File: src/rtl/inst_prefetch_pkg.sv
// inst_prefetch_pkg
//   Shared definitions for the instruction prefetch unit:
//   - INST_W            : instruction / address width (32)
//   - RESET_PC_DEFAULT  : default first fetch address after reset
//   - pf_state_e        : fetch FSM states (IDLE, RUN, DRAIN)
//   - pf_entry_t        : 64-bit queue entry {pc, word}
//   - word_align()      : forces an address onto a 4-byte boundary
package inst_prefetch_pkg;

  localparam int INST_W = 32;
  localparam logic [INST_W-1:0] RESET_PC_DEFAULT = 32'h0000_0000;

  typedef enum logic [1:0] {
    PF_IDLE  = 2'd0,
    PF_RUN   = 2'd1,
    PF_DRAIN = 2'd2
  } pf_state_e;

  typedef struct packed {
    logic [INST_W-1:0] pc;
    logic [INST_W-1:0] word;
  } pf_entry_t;

  function automatic logic [INST_W-1:0] word_align(input logic [INST_W-1:0] addr);
    return addr & ~INST_W'(3);
  endfunction

endpackage

File: src/rtl/inst_prefetch_fifo.sv
// pf_fifo
//   Synchronous FIFO of {pc, inst} entries used as the prefetch queue.
//   The head entry is presented combinationally; it only changes on pop,
//   so it stays stable while the consumer stalls.
// Ports:
//   clk, rst        clock, asynchronous active-low reset
//   clear           drop all entries (pointers and count to zero)
//   push, push_data write one entry (caller guarantees not full)
//   pop             retire the head entry (caller guarantees not empty)
//   head            current head entry
//   count           occupancy, 0..DEPTH
module pf_fifo
  import inst_prefetch_pkg::*;
#(
  parameter int DEPTH = 4
) (
  input  logic                   clk,
  input  logic                   rst,
  input  logic                   clear,
  input  logic                   push,
  input  pf_entry_t              push_data,
  input  logic                   pop,
  output pf_entry_t              head,
  output logic [$clog2(DEPTH):0] count
);

  localparam int AW = $clog2(DEPTH);
  localparam int CW = AW + 1;

  pf_entry_t         mem [DEPTH];
  logic [AW-1:0]     wr_ptr_reg;
  logic [AW-1:0]     rd_ptr_reg;
  logic [CW-1:0]     count_reg;

  // Storage carries no reset: entries are only visible while count > 0.
  always_ff @(posedge clk) begin
    if (push) begin
      mem[wr_ptr_reg] <= push_data;
    end
  end

  // DEPTH is a power of two, so the pointers wrap naturally.
  always_ff @(posedge clk or negedge rst) begin
    if (!rst) begin
      wr_ptr_reg <= '0;
      rd_ptr_reg <= '0;
      count_reg  <= '0;
    end else if (clear) begin
      wr_ptr_reg <= '0;
      rd_ptr_reg <= '0;
      count_reg  <= '0;
    end else begin
      if (push) wr_ptr_reg <= wr_ptr_reg + AW'(1);
      if (pop)  rd_ptr_reg <= rd_ptr_reg + AW'(1);
      case ({push, pop})
        2'b10:   count_reg <= count_reg + CW'(1);
        2'b01:   count_reg <= count_reg - CW'(1);
        default: ;
      endcase
    end
  end

  assign head  = mem[rd_ptr_reg];
  assign count = count_reg;

endmodule

File: src/rtl/inst_prefetch.sv
// inst_prefetch
//   Instruction prefetch unit: issues one ROM read at a time, queues the
//   returned words with their byte addresses, and hands them to decode.
//   A redirect flushes the queue and restarts fetching at redirect_pc;
//   a read still in flight at that moment is completed and discarded
//   (DRAIN state) so the ROM handshake is never abandoned.
// Parameters:
//   DEPTH     queue entries (power of two, 2..16)
//   RESET_PC  first fetch address after reset
// Ports:
//   clk, rst                   clock, asynchronous active-low reset
//   rom_req, rom_addr          ROM read request / byte address (registered)
//   rom_ack, rom_data          ROM read completion / returned word
//   inst_valid, inst, inst_pc  queue head towards decode
//   inst_ready                 decode consumes the head
//   redirect, redirect_pc      taken branch and its target
// Configuration:
//   INST_PREFETCH_BYPASS_EN    when defined, a word returned into an empty
//                              queue with inst_ready=1 is forwarded to
//                              inst/inst_pc in the ack cycle instead of
//                              being queued.
module inst_prefetch
  import inst_prefetch_pkg::*;
#(
  parameter int                DEPTH    = 4,
  parameter logic [INST_W-1:0] RESET_PC = RESET_PC_DEFAULT
) (
  input  logic              clk,
  input  logic              rst,
  output logic              rom_req,
  output logic [INST_W-1:0] rom_addr,
  input  logic              rom_ack,
  input  logic [INST_W-1:0] rom_data,
  output logic              inst_valid,
  output logic [INST_W-1:0] inst,
  output logic [INST_W-1:0] inst_pc,
  input  logic              inst_ready,
  input  logic              redirect,
  input  logic [INST_W-1:0] redirect_pc
);

  localparam int             CW      = $clog2(DEPTH) + 1;
  localparam logic [CW-1:0]  DEPTH_C = CW'(DEPTH);

  localparam logic [1:0] S_IDLE  = PF_IDLE;
  localparam logic [1:0] S_RUN   = PF_RUN;
  localparam logic [1:0] S_DRAIN = PF_DRAIN;

  logic [1:0]        state_reg,      state_next;
  logic [INST_W-1:0] fetch_pc_reg,   fetch_pc_next;
  logic [INST_W-1:0] drain_addr_reg, drain_addr_next;

  logic [CW-1:0]     fifo_count;
  pf_entry_t         fifo_head;
  pf_entry_t         push_entry;
  logic              fifo_valid;
  logic              ack_run;
  logic              bypass;
  logic              push;
  logic              pop;

  // rom_req depends on state and queue occupancy only. While it is high
  // the occupancy can only fall (push needs an ack), so the request stays
  // asserted until acknowledged.
  assign rom_req    = (state_reg == S_DRAIN) |
                      ((state_reg == S_RUN) & (fifo_count < DEPTH_C));
  // In DRAIN the address of the read being discarded must stay on the bus
  // even though fetch_pc already points at the redirect target.
  assign rom_addr   = (state_reg == S_DRAIN) ? drain_addr_reg : fetch_pc_reg;

  assign fifo_valid = (fifo_count != '0);
  assign ack_run    = (state_reg == S_RUN) & rom_req & rom_ack;

`ifdef INST_PREFETCH_BYPASS_EN
  assign bypass     = ack_run & ~redirect & ~fifo_valid & inst_ready;
`else
  assign bypass     = 1'b0;
`endif

  // Redirect wins over both queue operations.
  assign push       = ack_run & ~redirect & ~bypass;
  assign pop        = fifo_valid & inst_ready & ~redirect;
  assign push_entry = '{pc: fetch_pc_reg, word: rom_data};

  pf_fifo #(
    .DEPTH (DEPTH)
  ) u_fifo (
    .clk       (clk),
    .rst       (rst),
    .clear     (redirect),
    .push      (push),
    .push_data (push_entry),
    .pop       (pop),
    .head      (fifo_head),
    .count     (fifo_count)
  );

  always_comb begin
    state_next      = state_reg;
    fetch_pc_next   = fetch_pc_reg;
    drain_addr_next = drain_addr_reg;

    if (redirect) begin
      fetch_pc_next = word_align(redirect_pc);
    end else if (ack_run) begin
      fetch_pc_next = fetch_pc_reg + INST_W'(4);
    end

    case (state_reg)
      S_IDLE: begin
        state_next = S_RUN;
      end
      S_RUN: begin
        // A redirect with a read in flight must wait for that read's ack.
        if (redirect && rom_req && !rom_ack) begin
          state_next      = S_DRAIN;
          drain_addr_next = fetch_pc_reg;
        end
      end
      S_DRAIN: begin
        if (rom_ack) begin
          state_next = S_RUN;
        end
      end
      default: begin
        state_next = S_IDLE;
      end
    endcase
  end

  always_ff @(posedge clk or negedge rst) begin
    if (!rst) begin
      state_reg      <= S_IDLE;
      fetch_pc_reg   <= RESET_PC;
      drain_addr_reg <= RESET_PC;
    end else begin
      state_reg      <= state_next;
      fetch_pc_reg   <= fetch_pc_next;
      drain_addr_reg <= drain_addr_next;
    end
  end

  always_comb begin
    inst_valid = fifo_valid;
    inst       = fifo_valid ? fifo_head.word : '0;
    inst_pc    = fifo_valid ? fifo_head.pc   : '0;
`ifdef INST_PREFETCH_BYPASS_EN
    if (bypass) begin
      inst_valid = 1'b1;
      inst       = rom_data;
      inst_pc    = fetch_pc_reg;
    end
`endif
  end

endmodule

File: config.mk
export PLATFORM = sky130hd
export DESIGN_NAME = inst_prefetch
export DESIGN_NICKNAME = d
export VERILOG_FILES = /design/src/rtl/inst_prefetch_pkg.sv /design/src/rtl/inst_prefetch_fifo.sv /design/src/rtl/inst_prefetch.sv
export SDC_FILE = /design/constraint.sdc
export NUM_CORES = 1
export LEC_CHECK = 0
export ABC_AREA = 1
export CORE_UTILIZATION = 37
export DETAILED_ROUTE_END_ITERATION = 12
export PLACE_DENSITY = 0.62
export SLEW_MARGIN = 20
export SYNTH_ARGS = -nofsm -noshare
export SYNTH_HDL_FRONTEND = slang
export SYNTH_HIERARCHICAL = 1
export SYNTH_SLANG_ARGS = --single-unit
File: constraint.sdc
create_clock -name clk -period 2.7 [get_ports clk]
set_clock_uncertainty 0.1 [all_clocks]
set_input_delay 0.54 -clock clk [delete_from_list [all_inputs] [get_ports clk]]
set_output_delay 0.54 -clock clk [all_outputs]
set_load 0.005 [all_outputs]
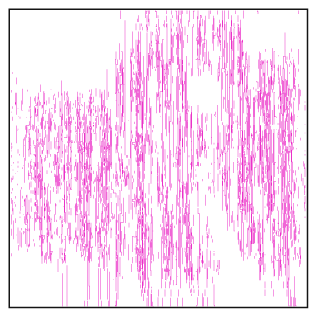
Fig. 1. Met2 routing (run 1).
(1.5 px per um)
- main direction: vertical
- share of all routed wire: 48%
- nets with wire on the layer: 1,306
- longest straight run: 130 um
- wire length on this layer: 19,100 um
DR vias: 10,700
met2 Use GR: 0.333

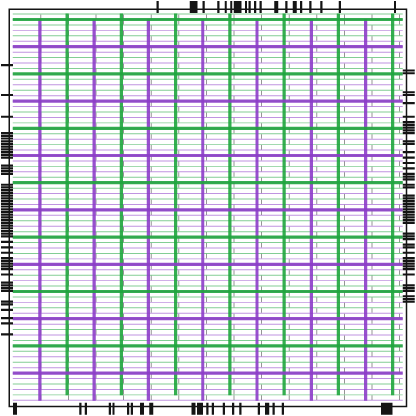
Fig. 2. PDN straps and rails (run 1).
(2 px per um) Pins as bars on the die edge. Tap cells in grey.
- VSS: purple
- VDD: green
- tap cells: 511
- met4 straps: 14
- met5 straps: 14
- rows: 71
Core Area: 37,700 um^2
Chip Height: 198 um
Die X: 198 um
peak supply drop: 0.644 mV

==> flow_summary.json, run 1 <==
{
  "fin_nets": 1664,
  "cts_buffers": 36,
  "hold_depth": 2,
  "inv_count": 129,
  "cts_resized": 376,
  "critPathMaxFanout": 7,
  "relSlewSlack": 0.569,
  "r2r-end": "fetch_pc_reg[31]",
  "max_freq_ghz": 0.362,
  "yosys_area_um2": 14200,
  "synth_cells": 1358,
  "xor_share": 0.00185,
  "initCoreUtil": 0.377,
  "finalCritPeriodShare": 1.02,
  "tap_cells": 511,
  "period_minus_slack_ns": 2.76,
  "final_common_cell": "edfxtp_1",
  "synth_cell_type_count": 33,
  "synth_area_um2": 14200,
  "rrSetupSlack_ns": 0.42,
  "rsz0062_at_grt": "yes",
  "yosys_warnings": 6,
  "final-setup-viol-count": 2,
  "nNonClkBuffers": 257,
  "area_delta_synth_final_pct": 34.2,
  "async_reset_ff_frac": 0.212,
  "remaining_drc_errors": 0,
  "synth-compound-area-share": 0.111,
  "ff_type": "edfxtp_1",
  "mux_area_frac": 0,
  "cts_hold_buf": 1,
  "leakage_nw": 7.57,
  "ys_cells": 1358,
  "use_met1": 0.264,
  "grt_max_degree": 70,
  "violations": "negative setup slack",
  "cts_root_buf": "clkbuf_16",
  "startpoint_type": "flip-flop",
  "drv_cap": 0,
  "slew_viol_final": 0,
  "final_layout_top_logic_cells": "edfxtp_1 (256), nor2_1 (203), nand2_1 (187), inv_1 (113), clkdlybuf4s50_1 (85)",
  "clk_transition_reported_paths_ns": 0.06,
  "r2r_start": "u_fifo/count[2]",
  "seq_cells": 325,
  "dr.pass1.iters": 5,
  "place.port_buffers": 162,
  "status": "finished with violations",
  "routed-wl-met3_mm": 2.38,
  "cts_tree": "yes",
  "synth-simple-area-share": 0.154,
  "fin_ws_ns": -0.0637
}
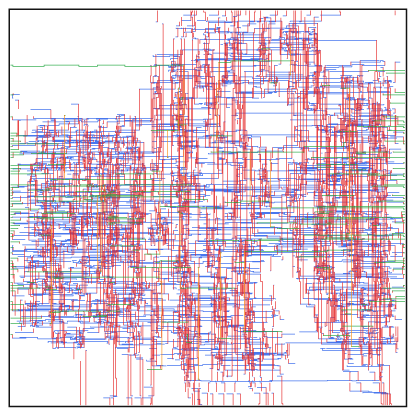
Fig. 3. Routed metal, one colour a layer (run 1).
(2 px per um)
- met4: orange (wire length 829 um)
- met3: green (wire length 2,380 um)
- met1: blue (wire length 17,200 um)
- met2: red (wire length 19,100 um)
gr usage total: 0.198
WL per Instance: 18.6 um
drt total wl: 39.6 mm

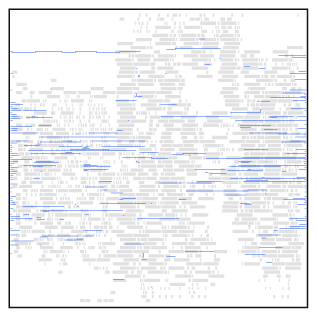
Fig. 4. Signal wires on met3 (run 1).
(1.5 px per um)
- main direction: horizontal
- wire length on this layer: 2,380 um
- share of all routed wire: 6.0%
- nets with wire on the layer: 183
- longest straight run: 71.8 um

[run 1: synthesized netlist by cell type, types with 2 or more instances]
master / instances
nor2_2: 9
clkinv_1: 2
nor2_1: 257
inv_2: 8
inv_1: 118
nand4_1: 4
ha_1: 5
xor2_1: 3
nand3_1: 46
dfrtp_1: 69
buf_4: 11
nand2_1: 188
o22ai_1: 66
o21ai_1: 58
edfxtp_1: 256
nand2_2: 5
buf_2: 21
o21ai_0: 117
nor2_4: 8
buf_6: 11
nand2_4: 2
a21oi_1: 47
nor3_1: 4
o211ai_1: 5
clkbuf_1: 30
[run 1: critical path, cell delays in order, from the launching register on]
cell	delay, ns
dfrtp_4	0.52
inv_12	0.06
buf_6	0.14
buf_16	0.14
o21ai_0	0.34
o22ai_2	0.15
inv_1	0.07
nor2_1	0.04
buf_2	0.13
[run 1: how the worst max path moves through the flow]
stage,from,to,slack [ns]
2_1_floorplan,redirect,u_fifo/mem[0][0],0.05
3_3_place_gp,rom_ack,fetch_pc_reg[31],0.11
3_5_place_dp,rom_ack,fetch_pc_reg[31],0.09
4_1_cts,u_fifo/rd_ptr_reg[0],inst_pc[2],-0.09
5_1_grt,u_fifo/rd_ptr_reg[0],inst[17],-0.14
6_report,u_fifo/rd_ptr_reg[0],inst[17],-0.06
[run 1: through the flow]
stage	instance area, um^2	std cells	power [mW]	worst slack [ns]	utilization
after floorplan	14200	1367	7.77	0.0549	-
after detailed placement	16600	2005	9.19	0.0880	0.440
after CTS	18800	2113	14.4	-0.0929	0.498
final	19000	2128	14.4	-0.0637	0.506
after global placement	16600	2005	9.13	0.112	0.440
after global routing	19000	2128	15.0	-0.136	0.506
[run 1: power breakdown]
group | switching [mW] | internal, mW | total (mW)
logic | 1.64 | 1.37 | 3.01
registers | 0.445 | 5.99 | 6.44
clock network | 2.02 | 2.90 | 4.93
==> run 2: changes to the inputs <==
SYNTH_HIERARCHICAL = unset   (was 1)
==> run 2 against run 1 <==
The run now ends clean. Largest cell class unchanged. Critical path type unchanged. Register-to-register slack better by 0.10 ns. Wire length down 8.0%. Highest routed layer unchanged. Hold slack worse by 0.0029 ns.
==> flow_summary.json, run 2 <==
{
  "seq_cells": 317,
  "path_buffers": 4,
  "inv_count": 54,
  "dr_wl_met2_mm": 17.2,
  "cpPeakStageDelay_ns": 0.51,
  "status": "complete, no violations",
  "use_met1": 0.270,
  "cts_buffers": 36,
  "mux_area_frac": 0,
  "wl_per_cell_um": 18.0,
  "yosysSeqAreaShare": 0.670,
  "clkPwrFrac": 0.293,
  "clk_transition_reported_paths_ns": 0.06,
  "finalCritPeriodShare": 0.993,
  "warnings": 34,
  "yosys_warnings": 0,
  "drv_cap": 0,
  "rsz0062_at_grt": "yes",
  "leakage_nw": 6.97,
  "cts_root_buf": "clkbuf_16",
  "cts_tree": "yes",
  "routed-wl-met3_mm": 2.01,
  "synth_cell_type_count": 34,
  "r2r_start": "u_fifo.count[1]",
  "final-setup-viol-count": 0,
  "routed_wl_mm": 36.4,
  "p_sw_mw": 4.94,
  "ys_cells": 1338,
  "max_freq_ghz": 0.373,
  "tap_cells": 468,
  "critPathMaxFanout": 28,
  "hold_depth": 2,
  "grt_pass1_wl_mm": 57.0,
  "final_layout_top_logic_cells": "nor2_1 (292), edfxtp_1 (248), nand2_1 (233), o21ai_0 (151), clkdlybuf4s50_1 (70)",
  "grt_usage": 0.194,
  "drt-initial-drc-count": 672,
  "nNonClkBuffers": 226,
  "synth-simple-area-share": 0.177,
  "clk_share": 0.0628,
  "layout-drive-gt1-share": 0.135,
  "slew_viol_final": 0,
  "crit_cells": 6,
  "fin_nets": 1609,
  "synth_area_um2": 13700,
  "yosys_area_um2": 13700,
  "most_common_cell": "nor2_1",
  "synth_cells": 1338,
  "async_reset_ff_frac": 0.218,
  "top_cells_by_count": "nor2_1 (305), edfxtp_1 (248), nand2_1 (233)",
  "synth-compound-area-share": 0.101,
  "ff_type": "edfxtp_1",
  "xor_share": 0.00639,
  "place.port_buffers": 160,
  "p_int_mw": 10.8,
  "pin_count": 167,
  "startpoint_type": "flip-flop",
  "area_delta_synth_final_pct": 29.3,
  "final_util": 0.485,
  "fin_total_pwr_mw": 15.7,
  "seq_power_share": 0.408,
  "rrSetupSlack_ns": 0.52,
  "logic_family": "simple AND/OR/NAND/NOR gates",
  "power_frac_comb": 0.299,
  "cp_common_cell": "buf_12",
  "r2r-end": "u_fifo.count[2]",
  "crit_chain": "buf_12, clkinv_8, buf_12, o21ai_0, a21oi_1, dlygate4sd2_1",
  "final_common_cell": "nor2_1",
  "grt_max_degree": 70,
  "rows": 70,
  "cp_top_family": "buffers and inverters",
  "period_minus_slack_ns": 2.68,
  "ys_ff": 317,
  "grt_use_met2": 0.318,
  "swShare": 0.314,
  "remaining_drc_errors": 0,
  "postLayoutCellArea_um2": 17700,
  "initCoreUtil": 0.375,
  "crit_slowest_cell": "dfrtp_4",
  "place_area_um2": 16100,
  "vias": 10300
}
-- run 2: logic make-up (layout without fill, tap and decap cells) --
family,Yosys count,in the layout
simple gates,606,606
flops,317,317
compound gates,273,273
buf+inv,125,342
xor+xnor,10,10
fa+ha+maj,6,6
other cells,1,4
-- run 2: repair_timing --
item                                   CTS  global route
setup endpoints to repair               77            85
endpoints found under the hold margin   66             0
setup buffers                            7            11
pin swaps                               17            22
cloned                                   7             1
hold buffers                             1             0
resized                                146           113
-- run 2: worst max path at each step --
| stage | startpoint | to |
|---|---|---|
| finish | u_fifo.rd_ptr_reg[0] | inst[5] |
| global route | u_fifo.rd_ptr_reg[0] | inst[5] |
| CTS | u_fifo.rd_ptr_reg[0] | inst[30] |
| detailed placement | u_fifo.rd_ptr_reg[0] | inst_pc[19] |
| global placement | u_fifo.rd_ptr_reg[0] | inst_pc[19] |
| floorplan | redirect | u_fifo.mem[0][0] |
-- run 2: power by group through the flow --
stage | logic, mW | clock network, mW | registers [mW]
2_1_floorplan | 2.12 | 0 | 6.33
3_3_place_gp | 4.44 | 0 | 6.47
3_5_place_dp | 4.48 | 0 | 6.50
4_1_cts | 4.68 | 4.68 | 6.40
5_1_grt | 5.18 | 4.88 | 6.48
6_report | 4.70 | 4.60 | 6.40
-- run 2: stage by stage --
| step | hold slack (ns) | std cells | setup TNS (ns) | setup slack, ns |
|---|---|---|---|---|
| after floorplan | 0.144 | 1341 | -123.41 | -0.498 |
| after global placement | 0.367 | 1939 | 0 | 0.173 |
| after detailed placement | 0.374 | 1939 | 0 | 0.172 |
| after CTS | 0.389 | 2016 | -0.478 | -0.240 |
| after global routing | 0.415 | 2026 | -0.196 | -0.0748 |
| final | 0.387 | 2026 | 0 | 0.0179 |
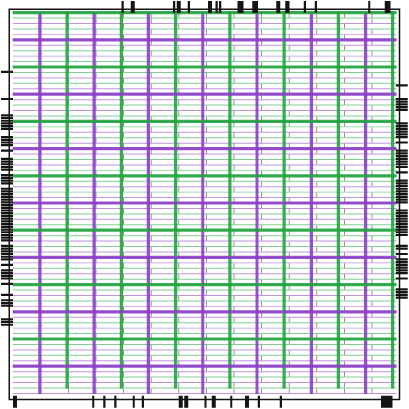
Fig. 5. PDN straps and rails (run 2).
(2 px per um) Pins as bars on the die edge. Tap cells in grey.
- VDD: green
- VSS: purple
- met5 straps: 14
- rows: 70
- met1 rails: 71
- met4 straps: 14
- tap cells: 468
Chip Height: 194 um
Core Area: 36,500 um^2
Die X: 194 um
peak supply drop: 0.546 mV

==> run 3: changes to the inputs <==
CORE_UTILIZATION = 35   (was 37)
PLACE_DENSITY = 0.57   (was 0.62)
clock period = 2.9 ns   (was 2.7 ns; I/O delays follow)
==> run 3 against run 2 <==
Sequential share of layout area up 0.10 points. Largest power group unchanged. Clock power down about 10%. Non-clock buffer count down 2. Combinational power down 8.9%. Hold slack worse by 0.0032 ns. Cell count up 2.4%.
==> flow_summary.json, run 3 <==
{
  "status": "complete, no violations",
  "grt_usage": 0.189,
  "antenna_found_initial": 1,
  "startpoint_type": "flip-flop",
  "crit_slowest_cell": "dfrtp_4",
  "final-setup-viol-count": 0,
  "crit_chain": "buf_4, buf_16, nor2_1, nor2_1, o21ai_0, a21oi_2, dlygate4sd2_1",
  "p_clk_mw": 4.12,
  "dp.cells": 1988,
  "fin_tns_setup_ns": 0,
  "ff_type": "edfxtp_1",
  "ys_cells": 1338,
  "most_common_cell": "nor2_1",
  "relSlewSlack": 0.661,
  "dr.pass1.iters": 6,
  "cpPeakStageDelay_ns": 0.53,
  "warnings": 34,
  "synth_area_um2": 13700,
  "ys_ff": 317,
  "end_kind": "output port",
  "initCoreUtil": 0.355,
  "r2r_start": "u_fifo.count[0]",
  "clock_sinks": 317,
  "synth.area.top_cells": "edfxtp_1 (54%), dfrtp_1 (13%), nor2_1 (8.4%)",
  "yosys_area_um2": 13700,
  "cp_top_family": "buffers and inverters",
  "period_minus_slack_ns": 2.85,
  "wl_per_cell_um": 18.1,
  "critPathArrivalTime_ns": 2.17,
  "cp_common_cell": "nor2_1",
  "pin_count": 167,
  "routabilityCongestion": 0.857,
  "async_reset_ff_frac": 0.218,
  "viasPerCell": 4.87,
  "logic_area_um2": 4070,
  "grt_max_degree": 70,
  "p_int_mw": 9.80,
  "cts_resized": 81,
  "final_common_cell": "nor2_1",
  "fill_cells": 3573,
  "cts_hold_buf": 1,
  "remaining_drc_errors": 0,
  "clkPwrFrac": 0.286,
  "edf_count": 248,
  "fin_nets": 1607,
  "top_cells_by_count": "nor2_1 (305), edfxtp_1 (248), nand2_1 (233)",
  "critPathMaxFanout": 23,
  "fin_ws_ns": 0.0504,
  "maxPowerGroup": "registers",
  "place.port_buffers": 160,
  "dp_slack_ns": 0.231,
  "rows": 72,
  "yosysSeqAreaShare": 0.670,
  "drv_cap": 0,
  "p_sw_mw": 4.59,
  "rrSetupSlack_ns": 0.58,
  "drt-initial-drc-count": 632,
  "final_layout_top_logic_cells": "nor2_1 (300), edfxtp_1 (248), nand2_1 (233), o21ai_0 (180), clkdlybuf4s50_1 (90)",
  "final_util": 0.457,
  "swShare": 0.319,
  "synth_cells": 1338,
  "hold_depth": 2,
  "final_cells": 2075,
  "leakage_nw": 6.84,
  "cts_setup_buffers": 6,
  "grt_pass1_wl_mm": 56.2,
  "r2r-end": "u_fifo.count[2]",
  "cts_root_buf": "clkbuf_16",
  "clk_transition_reported_paths_ns": 0.06,
  "path_buffers": 3,
  "p_comb_mw": 4.28,
  "slew_viol_final": 0,
  "max_freq_ghz": 0.351,
  "area_delta_synth_final_pct": 29.0,
  "seq_power_share": 0.416,
  "yosysTopAreaCellShare": 0.544,
  "rsz0062_at_grt": "yes",
  "routed_wl_mm": 37.5,
  "seq-power_mw": 5.98,
  "cts_buffers": 35,
  "cts_tree": "yes",
  "synth_cell_type_count": 34,
  "vias": 10100,
  "layout-drive-gt1-share": 0.108,
  "yosys_warnings": 0,
  "finalCritPeriodShare": 0.983,
  "power_frac_comb": 0.298
}
-- run 3: cell counts after synthesis --
No cell type changed its count.
-- run 3: layout make-up --
type,instances,area share
inverters,54,0.0128
clock buffers,48,0.0553
well taps,518,0.0367
repair buffers,224,0.141
multi-input cells,899,0.230
flip-flops and latches,317,0.519
clock inverters,14,0.00432
repair inverters,1,0.000354
-- run 3: kinds of logic after synthesis --
kind of cell,synth area share
simple gates,0.177
flops,0.670
compound gates,0.101
buf+inv,0.0394
xor+xnor,0.00639
fa+ha+maj,0.00603
other cells,0.000274
-- run 3: worst max path at each step --
stage | slack (ns) | to | startpoint | depth (start not counted)
2_1_floorplan | -0.34 | u_fifo.mem[0][0] | redirect | 5
3_3_place_gp | 0.26 | inst_pc[17] | u_fifo.rd_ptr_reg[0] | 6
3_5_place_dp | 0.23 | inst_pc[19] | u_fifo.rd_ptr_reg[0] | 6
4_1_cts | -0.16 | inst_pc[30] | u_fifo.rd_ptr_reg[0] | 7
5_1_grt | -0.06 | inst_pc[5] | u_fifo.rd_ptr_reg[0] | 7
6_report | 0.05 | inst_pc[19] | u_fifo.rd_ptr_reg[0] | 7
-- run 3: per-stage QoR --
| step | total power, mW | hold WS [ns] | area, um^2 |
|---|---|---|---|
| final | 14.4 | 0.384 | 17700 |
| after global routing | 15.2 | 0.410 | 17700 |
| after CTS | 14.5 | 0.389 | 17500 |
| after detailed placement | 10.2 | 0.374 | 16100 |
| after global placement | 10.1 | 0.367 | 16100 |
| after floorplan | 7.87 | 0.184 | 13700 |
-- run 3: per-layer routing --
metal	track usage	up-vias	wire (um)
met1	0.251	4822	16400
met2	0.310	302	17800
li1	-	4922	-
met3	0.0356	59	2250
met5	0	-	13
met4	0.0614	2	1000
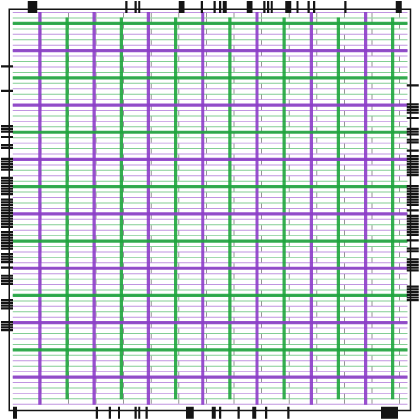
Fig. 6. PDN straps and rails (run 3).
(2 px per um) Pins as bars on the die edge. Tap cells in grey.
- VSS: purple
- VDD: green
- tap cells: 518
- rows: 72
- signal pins: 167
- met5 straps: 14
- met1 rails: 73
Core Area: 38,600 um^2
Chip Height: 200 um
Die X: 200 um
peak supply drop: 0.426 mV

Power and IR drop assume default switching activity.
